==> images/congestion.png <==
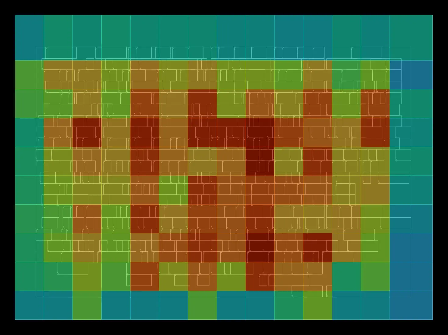
==> images/flops_by_reg.png <==
Other sequential cells in the stronger gray, the rest of the logic in the fainter gray.
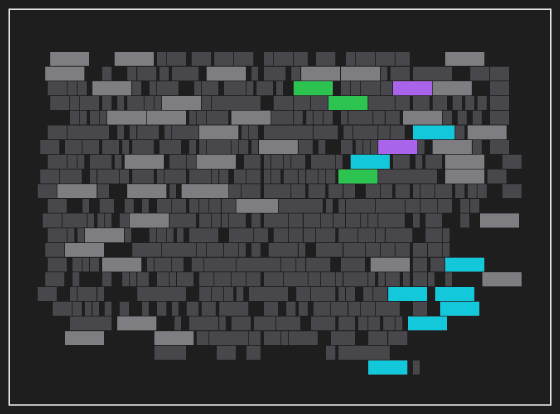
==> images/layer_met1.png <==
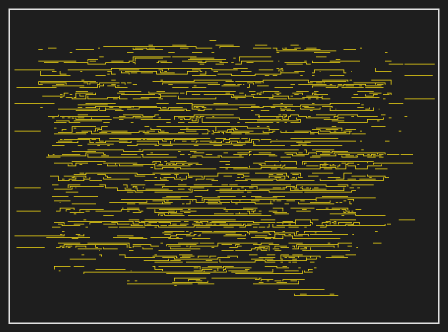
==> images/clk_routes.png <==
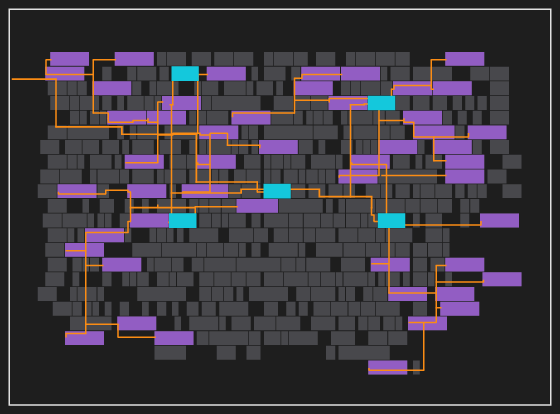
==> config.mk <==
export PLATFORM = sky130hd
export DESIGN_NAME = mul_div_unit
export DESIGN_NICKNAME = d
export VERILOG_FILES = /design/src/rtl/mul_div_unit_pkg.sv /design/src/rtl/mul_div_step.sv /design/src/rtl/mul_div_unit.sv
export SDC_FILE = /design/constraint.sdc
export NUM_CORES = 1
export LEC_CHECK = 0
export CORE_ASPECT_RATIO = 0.7
export CORE_MARGIN = 5
export CORE_UTILIZATION = 55
export CTS_CLUSTER_SIZE = 8
export DETAILED_ROUTE_END_ITERATION = 12
export PLACE_DENSITY = 0.9
export SLEW_MARGIN = 20
export SYNTH_ARGS = -nofsm -noshare
export SYNTH_HDL_FRONTEND = slang
export SYNTH_HIERARCHICAL = 1
export SYNTH_SLANG_ARGS = --single-unit
export TNS_END_PERCENT = 5
==> constraint.sdc <==
create_clock -name clock_i -period 2.8 [get_ports clock_i]
set_input_delay 0.7 -clock clock_i [delete_from_list [all_inputs] [get_ports clock_i]]
set_output_delay 0.7 -clock clock_i [all_outputs]
set_load 0.005 [all_outputs]
==> impl_metrics.tcl <==
# place-and-route summary
set metrics [dict create \
    status "finished, violations left" \
    violations "setup timing" \
    holdWs_ns 0.468 \
    peakVddDrop_mv 0.253 \
    coreArea_sq_um 5370 \
    report.final.slew_viol_count 0 \
    first_global_vias 2861 \
    fmax_mhz 349 \
    postCtsHoldBufs 0 \
    die_x_um 100 \
    synth-compound-area-share_pct 21.4 \
    drive_above_1_share_pct 22.0 \
    hold_viol 0 \
    warning_count 27 \
    place_hpwl_um 6080 \
    die_area_sq_um 7290 \
    slew_headroom_pct 35.9 \
    fin_cells 494 \
    cts_tree "yes" \
    yosys_warnings 6 \
    grt-ovfl-total 0 \
    muxShareOfSynthArea_pct 6.67 \
    cp_max_fo 3 \
    min_path_cells 2 \
    first_pass_iters 5 \
    top_cells_by_area "dfxtp_1, ha_1, a21oi_1" \
    power_uw 1740 \
    tightest_slew_ns 0.959 \
    async_reset_ff_share_pct 0 \
    common_cells "nand2_1, dfxtp_1, a21oi_1" \
    pre_cts_ws_ns -0.0899 \
    synth_area_per_cell_sq_um 8.29 \
    syn_area_sq_um 3120 \
    setup_viol 1 \
    wl_per_cell_um 18.4 \
    p_per_area_nw_per_um2 439 \
    ys_cells 376 \
    syn2layout_area_growth_pct 27.2 \
    layout.nets 461 \
    synth-main-ff-cell "dfxtp_1" \
    period_minus_slack_ns 2.86 \
    worst_ep_required_time_ns 3.02 \
    viasPerCell 6.23 \
    numCtsBuffers 5 \
    ys_seq_share_pct 31.5 \
    endpoint_kind "register" \
    ant_nets 0 \
    xor_area_share_pct 1.97 \
    drc 0 \
    fin_crit_sh_pct 102 \
    leakagePower_uw 0.00155 \
    top_area_cell "dfxtp_1" \
    die_h_um 73.0 \
    synth_chip_area_sq_um 3120 \
    top_cell_area_share_pct 31.5 \
    portBuffers 38 \
    synth.comb.largest_family "simple AND/OR/NAND/NOR gates" \
    cts.sinks 49 \
    synth_nets 416 \
    max_cap_viol_count 0 \
    root_buffer "clkbuf_8" \
    synth_cell_type_count 56 \
    ff2ff_setup_slack_ns -0.06 \
    worst_slack_ns -0.0632 \
    dp_cells 478 \
    rows 22 \
    start_kind "register" \
    path_class "register to register" \
    globalplace.congestion 0.969 \
    antenna_found_initial 0 \
    top_level_ports 40 \
    initial_core_util_pct 58.0 \
    htree_levels 2 \
    cts_max_path_buffers 2 \
    cts.clk_slew.worst_paths_ns 0.09 \
    grt_usage_pct 23.2 \
    rsz0062_at_grt "yes" \
    top_cell "nand2_1" \
    cp.arrival_ns 3.09 \
    edf_count 0 \
    netlist_instances 376 \
    ys.flops 49 \
    grt_pass1_wl_um 13600 \
    r2r_cells 12 \
    drtIter0Drc 306 \
    synthSimpleGateAreaFrac_pct 24.5 \
    grt_max_degree 33 \
    antennaDiodeCount 0 \
    hold_class "register to register" \
    fa_ha_area_share_pct 8.51 \
]
Back to the opening pictures, congestion.png:
met1 usage: 31.4%
fin util: 73.8%
met3 usage: 4.68%

Back to the opening pictures, flops_by_reg.png:
[cyan] `hi_q` | sequential cells: 8
[purple] `state_q` | sequential cells: 2
[green] `cnt_q` | sequential cells: 3
not colored: 36
FF+latch area: 987 sq um
sequential cell area share: 24.9%

Back to the opening pictures, layer_met1.png:
share of all routed wire: 44%
nets with wire on the layer: 424
wire length on this layer: 3960 um
main direction: horizontal
longest straight run: 36.3 um
via count: 3080
Post-Route WL: 9080 um

Back to the opening pictures, clk_routes.png:
[purple] flip-flops | count: 49
[cyan] clock drivers | count: 5
[orange] clock wires | length: 610 um
routed clock nets: 6
Clk power: 543 uW
clock skew: 0.00585 ns
clock power share: 31.2%
Worst-Skew Late Latency: 0.31 ns

[metal layers]
metal  routed length, um  part of all wire [%]  global-route usage, %
met1                3960                    44                   31.4
met2                4130                    45                   37.6
met3                 765                   8.4                   4.68
met4                 232                   2.6                   6.67
met5                   0                     0                      0
[critical path, stage by stage (launching register included)]
cell and delay [ns]:
dfxtp_2 0.36, inv_2 0.05, ha_4 0.17, fa_2 0.37
nand4b_1 0.20, a31oi_2 0.26, nor3_2 0.07, or3_4 0.35
a221oi_4 0.30, nor4_2 0.09, a21oi_1 0.19, nor2_1 0.07
a311oi_2 0.28
[stage by stage]
| step | cell area [sq um] | utilization [%] | setup TNS, ns |
|---|---|---|---|
| final | 3960 | 73.8 | -0.0632 |
| after global routing | 3960 | 73.8 | -0.148 |
| after CTS | 3750 | 69.9 | 0 |
| after floorplan | 3120 | - | 0 |
| after detailed placement | 3610 | 67.2 | -0.0899 |
| after global placement | 3610 | 67.2 | 0 |
[where the power goes]
group / internal, uW / total (uW) / switching, uW / leakage [uW]
combinational: 217 / 453 / 236 / 0.00109
sequential: 719 / 746 / 27.1 / 0.000400
clock: 291 / 543 / 252 / 0.0000574
[cells by family after synthesis]
kind of cell    count (synthesis)
xor+xnor                        7
mux                            19
buf+inv                        36
flops                          49
fa+ha+maj                      20
compound gates                 99
simple gates                  145
other cells                     1
[timing repair]
item,CTS,global route
cloned,0,0
gates resized,5,35
setup buffers,1,7
pin swaps,4,13
setup endpoints to repair,1,2
[layout by cell type (no fill, tap or decap), types with 3 or more instances in the layout]
cell	instances
clkdlybuf4s50_1	38
mux2i_1	3
xnor2_1	4
nor2b_1	5
nor2_1	21
nand4b_1	9
xor2_1	3
ha_4	3
a22oi_1	8
and2_1	8
buf_4	21
o21ai_0	4
inv_1	12
nor2_2	4
nand2b_1	3
nand3_1	20
o21ai_1	3
nand2_1	52
dfxtp_1	46
or2_2	3
ha_2	6
a21oi_1	42
o21a_1	3
ha_1	9
clkbuf_8	6
mux2_2	14
a21o_1	6
a22o_1	8
[cell type report]
type                    count  area, sq um
multi-input cells         291         2140
fillers                   387         1410
flip-flops and latches     49          987
repair buffers             61          578
well taps                  72         90.1
clock buffers               6         82.6
inverters                  13         48.8
clock inverters             2         37.5
Power is estimated from default activity; no workload was simulated.
